## src/rtl/mem_if_pkg.sv

```systemverilog
// Shared definitions for the memory-interface blocks: access size encodings,
// initiator state enumeration and the default MOC timeout.
package mem_if_pkg;

    localparam logic [1:0] SZ_BYTE = 2'd0;
    localparam logic [1:0] SZ_HALF = 2'd1;
    localparam logic [1:0] SZ_WORD = 2'd2;

    localparam int TIMEOUT_DEFAULT = 16;

    typedef enum logic [2:0] {
        ST_IDLE,
        ST_READ,
        ST_GAP,
        ST_WRITE,
        ST_RESP
    } state_e;

endpackage

```

## src/rtl/lane_align.sv

```systemverilog
// Big-endian lane steering for a 32-bit memory word: extract-and-extend for
// loads and lane merge for partial stores. Purely combinational.
module lane_align
    import mem_if_pkg::*;
(
    input  logic [31:0] word,
    input  logic [1:0]  offset,
    input  logic [1:0]  size,
    input  logic        is_signed,
    input  logic [15:0] wdata,
    output logic [31:0] load_data,
    output logic [31:0] merge_data
);

    logic [7:0]  lane8;
    logic [15:0] lane16;

    function automatic logic [31:0] extend8(input logic [7:0] b, input logic sgn);
        logic signed [7:0]  s;
        logic signed [31:0] w;
        s = b;
        w = 32'(s);
        return sgn ? 32'(w) : {24'd0, b};
    endfunction

    function automatic logic [31:0] extend16(input logic [15:0] h, input logic sgn);
        logic signed [15:0] s;
        logic signed [31:0] w;
        s = h;
        w = 32'(s);
        return sgn ? 32'(w) : {16'd0, h};
    endfunction

    // Offset 0 is the most significant byte of the word.
    always_comb begin
        lane8 = word[7:0];
        case (offset)
            2'd0:    lane8 = word[31:24];
            2'd1:    lane8 = word[23:16];
            2'd2:    lane8 = word[15:8];
            default: lane8 = word[7:0];
        endcase
        lane16 = offset[1] ? word[15:0] : word[31:16];

        load_data = word;
        case (size)
            SZ_BYTE: load_data = extend8(lane8, is_signed);
            SZ_HALF: load_data = extend16(lane16, is_signed);
            default: load_data = word;
        endcase

        merge_data = word;
        case (size)
            SZ_BYTE: begin
                case (offset)
                    2'd0:    merge_data[31:24] = wdata[7:0];
                    2'd1:    merge_data[23:16] = wdata[7:0];
                    2'd2:    merge_data[15:8]  = wdata[7:0];
                    default: merge_data[7:0]   = wdata[7:0];
                endcase
            end
            SZ_HALF: begin
                if (offset[1]) merge_data[15:0]  = wdata;
                else           merge_data[31:16] = wdata;
            end
            default: merge_data = word;
        endcase
    end

endmodule

```

## src/rtl/mem_access_initiator.sv

```systemverilog
// MOV/MOC bus master for the byte-addressed big-endian memory. Serves one
// load/store at a time; byte/half stores are done as read-modify-write.
module mem_access_initiator
    import mem_if_pkg::*;
#(
    parameter int ADDR_W  = 9,
    parameter int DATA_W  = 32,
    parameter int TIMEOUT = TIMEOUT_DEFAULT
) (
    input  logic              clock,
    input  logic              reset,
    input  logic              req_valid,
    output logic              req_ready,
    input  logic              req_write,
    input  logic [1:0]        req_size,
    input  logic              req_signed,
    input  logic [ADDR_W-1:0] req_addr,
    input  logic [DATA_W-1:0] req_wdata,
    output logic              rsp_valid,
    output logic [DATA_W-1:0] rsp_rdata,
    output logic              rsp_error,
    output logic              mov,
    output logic              mem_read,
    output logic              mem_write,
    output logic [ADDR_W-1:0] mem_addr,
    output logic [DATA_W-1:0] mem_wdata,
    input  logic [DATA_W-1:0] mem_rdata,
    input  logic              moc
);

    localparam logic [7:0] TMO_LAST = 8'(TIMEOUT - 1);

    state_e      state;
    logic [7:0]  tmo_cnt;
    logic        write_q;
    logic        signed_q;
    logic [1:0]  size_q;
    logic [1:0]  off_q;
    logic [15:0] wdata_q;
    logic        accept;
    logic        illegal;
    logic [31:0] load_data;
    logic [31:0] merge_data;

    assign accept  = req_valid & req_ready;
    assign illegal = (req_size == 2'd3)
                   | ((req_size == SZ_HALF) & req_addr[0])
                   | ((req_size == SZ_WORD) & (req_addr[1:0] != 2'd0));

    lane_align u_lane_align (
        .word       (mem_rdata),
        .offset     (off_q),
        .size       (size_q),
        .is_signed  (signed_q),
        .wdata      (wdata_q),
        .load_data  (load_data),
        .merge_data (merge_data)
    );

    // Request fields are pure data and only need to be captured at accept.
    always_ff @(posedge clock) begin
        if (accept) begin
            write_q  <= req_write;
            signed_q <= req_signed;
            size_q   <= req_size;
            off_q    <= req_addr[1:0];
            wdata_q  <= req_wdata[15:0];
        end
    end

    always_ff @(posedge clock) begin
        if (reset) begin
            state     <= ST_IDLE;
            req_ready <= 1'b1;
            mov       <= 1'b0;
            mem_read  <= 1'b0;
            mem_write <= 1'b0;
            rsp_valid <= 1'b0;
            rsp_error <= 1'b0;
            mem_addr  <= '0;
            mem_wdata <= '0;
            rsp_rdata <= '0;
            tmo_cnt   <= '0;
        end else begin
            case (state)
                ST_IDLE: begin
                    if (accept) begin
                        req_ready <= 1'b0;
                        mem_addr  <= {req_addr[ADDR_W-1:2], 2'b00};
                        tmo_cnt   <= '0;
                        if (illegal) begin
                            state     <= ST_RESP;
                            rsp_valid <= 1'b1;
                            rsp_error <= 1'b1;
                            rsp_rdata <= '0;
                        end else if (req_write && req_size == SZ_WORD) begin
                            state     <= ST_WRITE;
                            mov       <= 1'b1;
                            mem_write <= 1'b1;
                            mem_wdata <= req_wdata;
                        end else begin
                            state    <= ST_READ;
                            mov      <= 1'b1;
                            mem_read <= 1'b1;
                        end
                    end
                end
                ST_READ: begin
                    if (moc) begin
                        mov      <= 1'b0;
                        mem_read <= 1'b0;
                        if (write_q) begin
                            state     <= ST_GAP;
                            mem_wdata <= merge_data;
                        end else begin
                            state     <= ST_RESP;
                            rsp_valid <= 1'b1;
                            rsp_error <= 1'b0;
                            rsp_rdata <= load_data;
                        end
                    end else begin
                        tmo_cnt <= tmo_cnt + 8'd1;
                        if (tmo_cnt == TMO_LAST) begin
                            state     <= ST_RESP;
                            mov       <= 1'b0;
                            mem_read  <= 1'b0;
                            rsp_valid <= 1'b1;
                            rsp_error <= 1'b1;
                            rsp_rdata <= '0;
                        end
                    end
                end
                // One idle cycle so the responder sees a fresh rising MOV.
                ST_GAP: begin
                    state     <= ST_WRITE;
                    mov       <= 1'b1;
                    mem_write <= 1'b1;
                    tmo_cnt   <= '0;
                end
                ST_WRITE: begin
                    if (moc) begin
                        state     <= ST_RESP;
                        mov       <= 1'b0;
                        mem_write <= 1'b0;
                        rsp_valid <= 1'b1;
                        rsp_error <= 1'b0;
                        rsp_rdata <= '0;
                    end else begin
                        tmo_cnt <= tmo_cnt + 8'd1;
                        if (tmo_cnt == TMO_LAST) begin
                            state     <= ST_RESP;
                            mov       <= 1'b0;
                            mem_write <= 1'b0;
                            rsp_valid <= 1'b1;
                            rsp_error <= 1'b1;
                            rsp_rdata <= '0;
                        end
                    end
                end
                ST_RESP: begin
                    state     <= ST_IDLE;
                    rsp_valid <= 1'b0;
                    rsp_error <= 1'b0;
                    req_ready <= 1'b1;
                end
                default: begin
                    state     <= ST_IDLE;
                    req_ready <= 1'b1;
                end
            endcase
        end
    end

endmodule
```

## config.mk

```make
export PLATFORM = sky130hd
export DESIGN_NAME = mem_access_initiator
export DESIGN_NICKNAME = d
export VERILOG_FILES = /design/src/rtl/mem_if_pkg.sv /design/src/rtl/lane_align.sv /design/src/rtl/mem_access_initiator.sv
export SDC_FILE = /design/constraint.sdc
export NUM_CORES = 1
export LEC_CHECK = 0
export ABC_AREA = 1
export CORE_AREA = 8 8 139 141
export DETAILED_ROUTE_END_ITERATION = 10
export DIE_AREA = 0 0 147 149
export PLACE_DENSITY_LB_ADDON = 0.08
export SLEW_MARGIN = 15
export SYNTH_ARGS = -nofsm -noshare
export SYNTH_HDL_FRONTEND = slang
export SYNTH_HIERARCHICAL = 1
export SYNTH_SLANG_ARGS = --single-unit
```

## constraint.sdc

```tcl
create_clock -name clock -period 3.7 [get_ports clock]
set_clock_uncertainty 0.1 [all_clocks]
set_input_delay 1.11 -clock clock [delete_from_list [all_inputs] [get_ports clock]]
set_output_delay 1.11 -clock clock [all_outputs]
set_load 0.01 [all_outputs]
```

==> summary.txt <==
run results: total instance count after detailed placement=1491, number of enable flip-flop cells=22, number of cells on the critical path=11, critical path startpoint category=input port, highest-count cells in the layout ignoring fill and taps=sky130_fd_sc_hd__nand2_1 (384), sky130_fd_sc_hd__clkdlybuf4s50_1 (157), sky130_fd_sc_hd__nand3_1 (147), switching power summed over all nets=1.116 mW, portion of the post-synthesis area used by sequential elements=33.48%, vias per inst=5.192, Worst path top cell family by delay=simple AND/OR/NAND/NOR gates, cells on worst reg2reg path=11, post-synthesis adder-cell area fraction=0.1729%, number of top-level pins=160, area figure in the yosys stat output=7236 µm², Post-Synthesis Cells=1167, clock network power consumption=0.945 mW, power after layout=3.280 mW, number of setup violations in the final report=0, final hold violation count=0, hold depth=2, pin slew with the least headroom to its limit=0.8307 ns, maximum achievable frequency=0.3521 GHz, largest power group=registers, RSZ-0062 raised after global routing=no, final hold slack=0.3599 ns, post-synthesis simple-gate area fraction=38.51%, post-placement cell area=8775 µm², #FFs+latches synth=110, combinational power=0.960 mW, max-capacitance violation count=0, total of warnings raised by yosys=6, normalized max-slew margin=44.49%, Slowest Stage Delay on Critical Path=0.57 ns, cells traversed along the worst timing path=clkdlybuf4s50_1 > nand2_1 > nor2_1 > nand2_1 > nand2_1 > nand2_2 > nor2_8 > buf_12 > nand2_1 > nand2_1 > nor2_1, First-pass DRT Iterations=6, fraction of registers with async set or reset after synthesis=0%, number of buffers created by CTS=9, Final Cycle Share=76.76%, endpoint arrival time on the critical path=2.99 ns, setup slack of the critical path after layout=0.8599 ns, share of synthesized cell area in and-or and or-and compound cells=16.00%, Seq power=1.37 mW, routability congestion estimate=0.9473, dominant register cell=sky130_fd_sc_hd__dfxtp_1, biggest combinational cell group after synthesis=simple AND/OR/NAND/NOR gates, number of antenna violations at the first check in global routing=0, Worst Path Required=3.85 ns, number of clock sinks=110, sum of routed wire length over all layers=25270 µm, sum of net half-perimeters after detailed placement=18890 µm, layout cells sized above 1=4.602%, core outline area=17060 µm², yosys cell count=1167, width of the die=147 µm, Post-CTS Setup Inserts=0, buffer type at the clock tree root=sky130_fd_sc_hd__clkbuf_16, outcome=finished clean, htree depth=3, largest net degree at the start of global routing=48, cell mode on critical path=sky130_fd_sc_hd__nand2_1, routed wire length per instance=16.77 µm, accumulated negative setup slack=0 ns, post-placement worst setup slack=0.5042 ns, mux share=0%, number of inserted diodes=0, Pwr per Cell Area=362.3 nW/µm², clock transition at the registers of the reported paths=0.07 ns, count of different cell masters after synthesis=37, Setup crit end kind=flip-flop, Cell Rows=48, CTS tree=done, Final Non-Filler Cells=1507, Slew Viols, Final=0, chip area=21900 µm², Iteration-0 DRC Markers=689, Avg Inst Size Synth=6.200 µm², share of the core filled by cells before placement=42.42%, peak ir drop on the vdd network=277.8 µV
==> routing by layer <==
layer / GRT usage (%) / wire length, µm
met1: 29.04 / 11120
met5: 0 / 0
met3: 4.612 / 1869
met2: 36.20 / 11560
met4: 8.669 / 731
==> synthesized netlist by cell type, types with 4 or more instances <==
library cell	count	area share, %
sky130_fd_sc_hd__nand3_1	147	10
sky130_fd_sc_hd__edfxtp_1	22	9.1
sky130_fd_sc_hd__nand2_2	7	0.61
sky130_fd_sc_hd__buf_2	32	2.2
sky130_fd_sc_hd__buf_4	12	1.2
sky130_fd_sc_hd__dfxtp_1	88	24
sky130_fd_sc_hd__nand2_1	384	20
sky130_fd_sc_hd__inv_2	8	0.42
sky130_fd_sc_hd__o21ai_1	16	1.1
sky130_fd_sc_hd__a21oi_1	113	7.8
sky130_fd_sc_hd__o21ai_0	71	4.9
sky130_fd_sc_hd__inv_1	91	4.7
sky130_fd_sc_hd__buf_6	12	1.9
sky130_fd_sc_hd__o211ai_1	11	1.1
sky130_fd_sc_hd__a21boi_0	4	0.42
sky130_fd_sc_hd__nor2_1	103	5.3
sky130_fd_sc_hd__clkbuf_1	17	0.88
==> layout make-up <==
cell class / count / area [µm²]
inverter: 100 / 375.4
clock buffer: 12 / 246.5
timing repair buffer: 174 / 1712
sequential: 110 / 2422
clock inverter: 4 / 30.03
fill: 1820 / 8005
multi-input combinational: 882 / 3984
tap: 225 / 281.5
==> path summary, 6_finish.rpt <==
path | slack [ns] | from | end
min | 0.36 | mem_write | mem_write
max | 0.86 | moc | mem_wdata[27]
max reg2reg | 1.08 | state[0] | mem_wdata[15]
min reg2reg | 0.36 | mem_write | mem_write
Fig. 1: wiring heat map
Bar = 50 µm. The die is cut into 29 by 30 equal tiles; dark purple is low, yellow is high, scaled to the fullest tile. Values are wire area over tile area, all layers added.
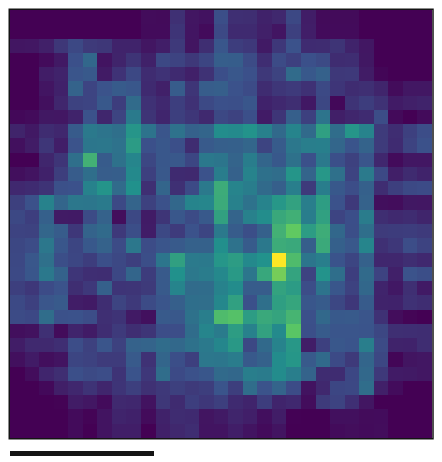
6.2% of the tiles are over half the peak. 10% of the tiles are nearly empty. The mean over all tiles is 0.19.
via total after detailed routing: 7824
combined global-route utilization of all metal layers: 22.45%

Fig. 2: clock network drawn from the DEF
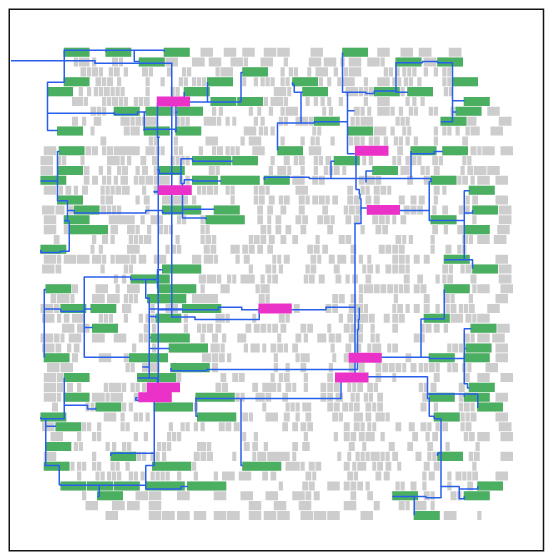
Key: green = flip-flops [count 110]; blue = clock wires [length 1570 µm]; magenta = clock drivers [count 9]
Position of the flops: all over the die.
Insertion Delay late pin: 0.35 ns
relative contribution of the clock network to total power: 28.8%

Power figures rest on the tool's default switching activity, not on a simulated workload.
